Figure 1. Metal 4.
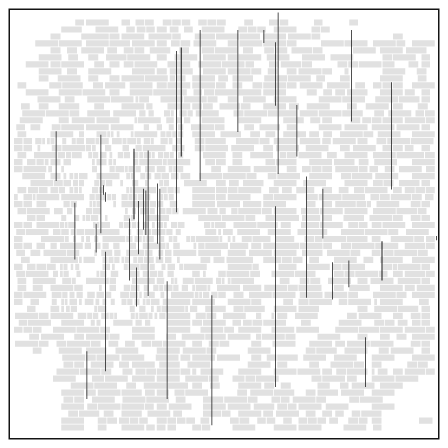
Figure 2. M1 wires.
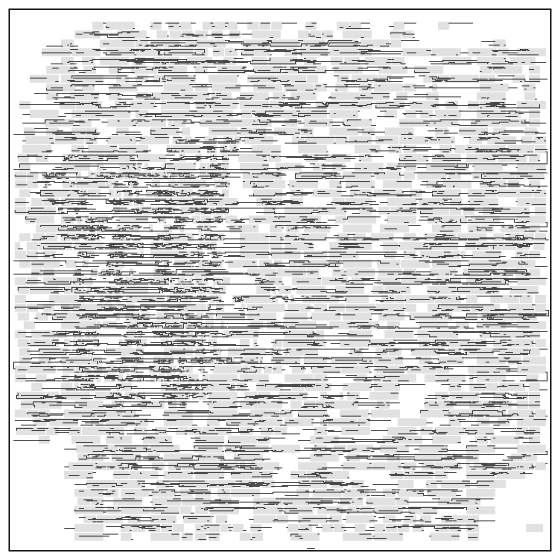
Figure 3. Routing congestion.
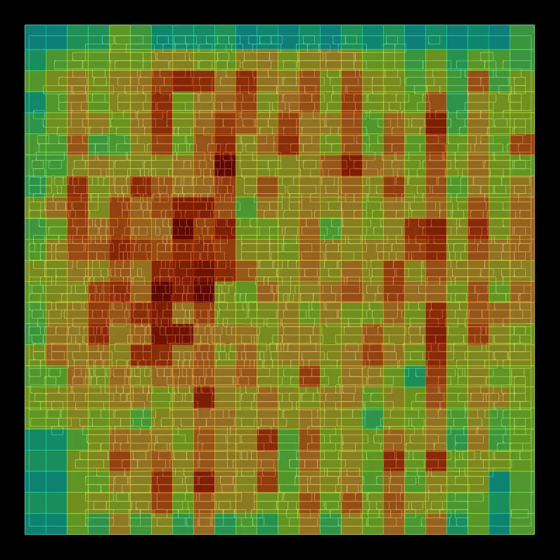
## src/rtl/instr_fetch_if.sv

```systemverilog
// Fetch-stage bus bundle: the instruction-memory req/ack port, the redirect
// input from branch/jump resolution and the valid/ready instruction port
// towards decode.
//   master : instr_fetch side (drives imem_req/addr, instr_valid/instr/instr_pc)
//   slave  : environment side (memory, branch unit, decode)
interface instr_fetch_if;
  logic        imem_req;
  logic [31:0] imem_addr;
  logic        imem_ack;
  logic [31:0] imem_rdata;
  logic        redirect;
  logic [31:0] redirect_pc;
  logic        instr_valid;
  logic        instr_ready;
  logic [31:0] instr;
  logic [31:0] instr_pc;

  modport master (
    output imem_req, imem_addr, instr_valid, instr, instr_pc,
    input  imem_ack, imem_rdata, redirect, redirect_pc, instr_ready
  );

  modport slave (
    input  imem_req, imem_addr, instr_valid, instr, instr_pc,
    output imem_ack, imem_rdata, redirect, redirect_pc, instr_ready
  );
endinterface

```

## src/rtl/instr_fetch.sv

```systemverilog
// Instruction fetch stage: owns the PC, issues single-outstanding word reads
// over req/ack, buffers returned words with their PC in a DEPTH-entry FIFO
// and presents the head to decode over valid/ready. A redirect flushes the
// FIFO, drops any in-flight word and restarts fetching at the target.
//   clk, rst_n : clock, asynchronous active-low reset
//   bus        : instr_fetch_if.master (memory, redirect and decode ports)
module instr_fetch #(
  parameter int unsigned DEPTH    = 4,
  parameter logic [31:0] RESET_PC = 32'h0000_0000
) (
  input  logic          clk,
  input  logic          rst_n,
  instr_fetch_if.master bus
);

  localparam int unsigned PW = $clog2(DEPTH);
  localparam int unsigned CW = PW + 1;

  typedef enum logic [1:0] {WAIT_SPACE, FETCH, DRAIN} state_e;

  typedef struct packed {
    logic [31:0] pc;
    logic [31:0] word;
  } entry_t;

  state_e        state_q, state_d;
  logic [31:0]   fetch_pc_q, fetch_pc_d;
  logic [31:0]   addr_q, addr_d;
  logic          req_q, req_d;
  logic [PW-1:0] wr_ptr_q, wr_ptr_d;
  logic [PW-1:0] rd_ptr_q, rd_ptr_d;
  logic [CW-1:0] cnt_q, cnt_d;
  entry_t        mem_q [DEPTH];
  entry_t        mem_d [DEPTH];

  logic          valid_c;
  logic          pop, push, flush, ack;
  logic [CW-1:0] cnt_nx;
  logic [31:0]   target;

  // A redirect cycle never transfers: the flush wins over any pop.
  assign valid_c         = (cnt_q != '0) && !bus.redirect;
  assign bus.instr_valid = valid_c;
  assign bus.instr       = mem_q[rd_ptr_q].word;
  assign bus.instr_pc    = mem_q[rd_ptr_q].pc;
  assign bus.imem_req    = req_q;
  assign bus.imem_addr   = addr_q;

  // Next-state, PC and FIFO update.
  always_comb begin
    state_d    = state_q;
    fetch_pc_d = fetch_pc_q;
    wr_ptr_d   = wr_ptr_q;
    rd_ptr_d   = rd_ptr_q;
    mem_d      = mem_q;
    flush      = 1'b0;
    pop        = valid_c && bus.instr_ready;
    ack        = req_q && bus.imem_ack;
    target     = bus.redirect_pc & 32'hFFFF_FFFC;
    push       = (state_q == FETCH) && ack && !bus.redirect;
    cnt_nx     = cnt_q + CW'(push) - CW'(pop);

    unique case (state_q)
      WAIT_SPACE: begin
        if (bus.redirect) begin
          flush      = 1'b1;
          fetch_pc_d = target;
          state_d    = FETCH;
        end else if (cnt_nx < CW'(DEPTH)) begin
          state_d = FETCH;
        end
      end
      FETCH: begin
        if (bus.redirect) begin
          flush      = 1'b1;
          fetch_pc_d = target;
          state_d    = ack ? FETCH : DRAIN;
        end else if (ack) begin
          fetch_pc_d = fetch_pc_q + 32'd4;
          state_d    = (cnt_nx < CW'(DEPTH)) ? FETCH : WAIT_SPACE;
        end
      end
      DRAIN: begin
        // The in-flight word belongs to the stale path; wait for it and drop it.
        if (bus.redirect) begin
          flush      = 1'b1;
          fetch_pc_d = target;
          state_d    = ack ? FETCH : DRAIN;
        end else if (ack) begin
          state_d = FETCH;
        end
      end
      default: state_d = WAIT_SPACE;
    endcase

    if (push) begin
      mem_d[wr_ptr_q] = '{pc: fetch_pc_q, word: bus.imem_rdata};
      wr_ptr_d        = wr_ptr_q + PW'(1);
    end
    if (pop) begin
      rd_ptr_d = rd_ptr_q + PW'(1);
    end
    cnt_d = cnt_nx;
    if (flush) begin
      wr_ptr_d = '0;
      rd_ptr_d = '0;
      cnt_d    = '0;
    end

    // DRAIN keeps presenting the abandoned request's address until its ack.
    req_d  = (state_d != WAIT_SPACE);
    addr_d = (state_d == DRAIN) ? addr_q : fetch_pc_d;
  end

  // State and FIFO registers.
  always_ff @(posedge clk or negedge rst_n) begin
    if (!rst_n) begin
      state_q    <= WAIT_SPACE;
      fetch_pc_q <= RESET_PC;
      addr_q     <= RESET_PC;
      req_q      <= 1'b0;
      wr_ptr_q   <= '0;
      rd_ptr_q   <= '0;
      cnt_q      <= '0;
      for (int i = 0; i < int'(DEPTH); i++) mem_q[i] <= '0;
    end else begin
      state_q    <= state_d;
      fetch_pc_q <= fetch_pc_d;
      addr_q     <= addr_d;
      req_q      <= req_d;
      wr_ptr_q   <= wr_ptr_d;
      rd_ptr_q   <= rd_ptr_d;
      cnt_q      <= cnt_d;
      for (int i = 0; i < int'(DEPTH); i++) mem_q[i] <= mem_d[i];
    end
  end

endmodule

```

## src/flat_wrapper.sv

```systemverilog
// flat-port wrapper written by rule: the top's interface ports become plain ports
module instr_fetch_flat 
#(
  parameter int unsigned DEPTH    = 4,
  parameter logic [31:0] RESET_PC = 32'h0000_0000
)
  (clk, rst_n, bus_imem_req, bus_imem_addr, bus_instr_valid, bus_instr, bus_instr_pc, bus_imem_ack, bus_imem_rdata, bus_redirect, bus_redirect_pc, bus_instr_ready);
  instr_fetch_if bus_i ();
  input  logic clk;
  input  logic rst_n;
  output wire logic [$bits(bus_i.imem_req)-1:0] bus_imem_req;
  output wire logic [$bits(bus_i.imem_addr)-1:0] bus_imem_addr;
  output wire logic [$bits(bus_i.instr_valid)-1:0] bus_instr_valid;
  output wire logic [$bits(bus_i.instr)-1:0] bus_instr;
  output wire logic [$bits(bus_i.instr_pc)-1:0] bus_instr_pc;
  input wire logic [$bits(bus_i.imem_ack)-1:0] bus_imem_ack;
  input wire logic [$bits(bus_i.imem_rdata)-1:0] bus_imem_rdata;
  input wire logic [$bits(bus_i.redirect)-1:0] bus_redirect;
  input wire logic [$bits(bus_i.redirect_pc)-1:0] bus_redirect_pc;
  input wire logic [$bits(bus_i.instr_ready)-1:0] bus_instr_ready;
  assign bus_imem_req = bus_i.imem_req;
  assign bus_imem_addr = bus_i.imem_addr;
  assign bus_instr_valid = bus_i.instr_valid;
  assign bus_instr = bus_i.instr;
  assign bus_instr_pc = bus_i.instr_pc;
  assign bus_i.imem_ack = bus_imem_ack;
  assign bus_i.imem_rdata = bus_imem_rdata;
  assign bus_i.redirect = bus_redirect;
  assign bus_i.redirect_pc = bus_redirect_pc;
  assign bus_i.instr_ready = bus_instr_ready;
  instr_fetch #(.DEPTH(DEPTH), .RESET_PC(RESET_PC)) u_core (.clk(clk), .rst_n(rst_n), .bus(bus_i));
endmodule
```

## config.mk

```make
export PLATFORM = sky130hd
export DESIGN_NAME = instr_fetch_flat
export DESIGN_NICKNAME = d
export VERILOG_FILES = /design/src/rtl/instr_fetch_if.sv /design/src/rtl/instr_fetch.sv /design/src/flat_wrapper.sv
export SDC_FILE = /design/constraint.sdc
export NUM_CORES = 1
export LEC_CHECK = 0
export CORE_UTILIZATION = 57
export DETAILED_ROUTE_END_ITERATION = 7
export PLACE_DENSITY = 0.8
export SLEW_MARGIN = 20
export SYNTH_ARGS = -nofsm -noshare
export SYNTH_HDL_FRONTEND = slang
export SYNTH_SLANG_ARGS = --single-unit
```

## constraint.sdc

```tcl
create_clock -name clk -period 3.2 [get_ports clk]
set_input_delay 0.64 -clock clk [delete_from_list [all_inputs] [get_ports clk]]
set_output_delay 0.64 -clock clk [all_outputs]
set_load 0.01 [all_outputs]
```

==> results.txt <==
yosys + openroad results -> status finished clean, max FFs per register 256, Cells after Synth approximately 1100, placed cells around 1600, syn nets 1190, area post-placement 0.01769 sq mm, Worst EP arrival 2.34 ns, vias per std cell about 6.3, antenna violations before repair 0, GPL Wtd Cong approximately 0.96, post-synth top area cell dfrtp_1, Tool Warnings 31, Chip Area, Yosys ~0.015 sq mm, overall routing resource usage 0.2674, clock-pin slew on the worst setup and hold paths ~0.060 ns, most used logic cell in the final layout dfrtp_1, post-route ant nets 0, design area ~0.019 sq mm, setup ws final between 0.2 and 0.25 ns, Seq. pwr approximately 7 mW, CP Max Fanout 18, top cells by area, synth dfrtp_1 (53%), mux2_2 (19%), mux4_2 (9.3%), Gate power share 0.366, Core ar. between 0.02 and 0.03 sq mm, switching pwr around 5.5 mW, Max power group registers, diode count 0, clock share of power 0.247, worst skew pair latency about 0.53 ns, die width 166.7 microns, Synthesized registers approximately 330, share of cells above drive strength 1 0.3506, Max Freq 0.3356 GHz, Power Clock around 4.4 mW, Comb power approximately 6.5 mW, Final Max Slew Viols 0, Setup crit end bus_instr[9], Post-synth ARST share 1.000, Avg Synthesized Cell Area 13.89 sq um, CTS sink count roughly 330, yosys simple share 0.05996, Clk Tree Root Cell clkbuf_16, Cell variety after synth 70, Adder Area Share 0.007606, Setup Buffers After CTS 2, Complex Gates by Area 0.05664, Synth Seq Share 0.5340, most common cell in the netlist dfrtp_1, die area around 0.028 sq mm, Most flops, register u_core.mem_q, post-route insts no fill between 1500 and 2000, synth warn 0, Max rail drop VDD just over 0.6 mV, commonest cells in the netlist dfrtp_1 (330), mux2_2 (267), mux4_2 (64), DR iter-0 viols between 800 and 900, flop-to-flop setup slack 0.59 ns, Longest Clk Path Bufs 3, Switching Fraction 0.3137, first-pass GRT wire length ~58000 microns, clock skew approximately 0.012 ns, Reg power frac 0.387, DP HPWL between 20000 and 25000 microns, most frequent cells in the layout dfrtp_1 (328), mux2_2 (267), clkdlybuf4s50_1 (162), max cap viols 0, required time worst endpoint roughly 2.6 ns, worst hold path type in -> async, largest net degree at the start of global routing between 80 and 90, routed vias ~10000, fp util 0.5868, vias in the first global route ~11000, Slew @ Worst Pin 0.8672 ns, Setup crit end kind output pin, internal power 12.12 mW, Final Hold Fails 0, reg-to-reg endpoint u_core.bus.imem_addr[30], sum of negative setup slack 0 ns, Fin Hold WS between 0.1 and 0.15 ns, hold_buf cts 0
## Picture notes: Figure 1
wire length on this layer: 1070 microns
main direction: vertical
longest straight run: 70.0 microns
share of all routed wire: 3.0%

## Picture notes: Figure 2
longest straight run: 46.5 microns
share of all routed wire: 42%
main direction: horizontal
wire length on this layer: 14900 microns
nets with wire on the layer: 1225

## Picture notes: Figure 3
grt peak-use layer: met2
WL/cell: 22.00 microns
grt met2 use: 0.4417
fin util: 0.7200

==> worst max-delay path, cell delays in order (launching register included) <==
cell	delay, ns
dfrtp_4	0.52
buf_12	0.22
mux4_2	0.56
clkdlybuf4s50_1	0.50
==> layout make-up <==
| type | count | area (sq um) |
|---|---|---|
| Fill cell | 1741 | 7380 |
| Sequential cell | 330 | 8263 |
| Multi-Input combinational cell | 669 | 6749 |
| Inverter | 18 | 67.56 |
| Clock inverter | 12 | 171.4 |
| Tap cell | 335 | 419.2 |
| Timing Repair Buffer | 212 | 2215 |
| Clock buffer | 54 | 1090 |
==> metal layers <==
metal,track usage,part of all wire,up-vias
met2,0.4417,0.48,382
met3,0.05252,0.070,85
met5,0,0,-
li1,-,-,4494
met4,0.08776,0.030,0
met1,0.3575,0.42,5234
Power is estimated from default activity; no workload was simulated.
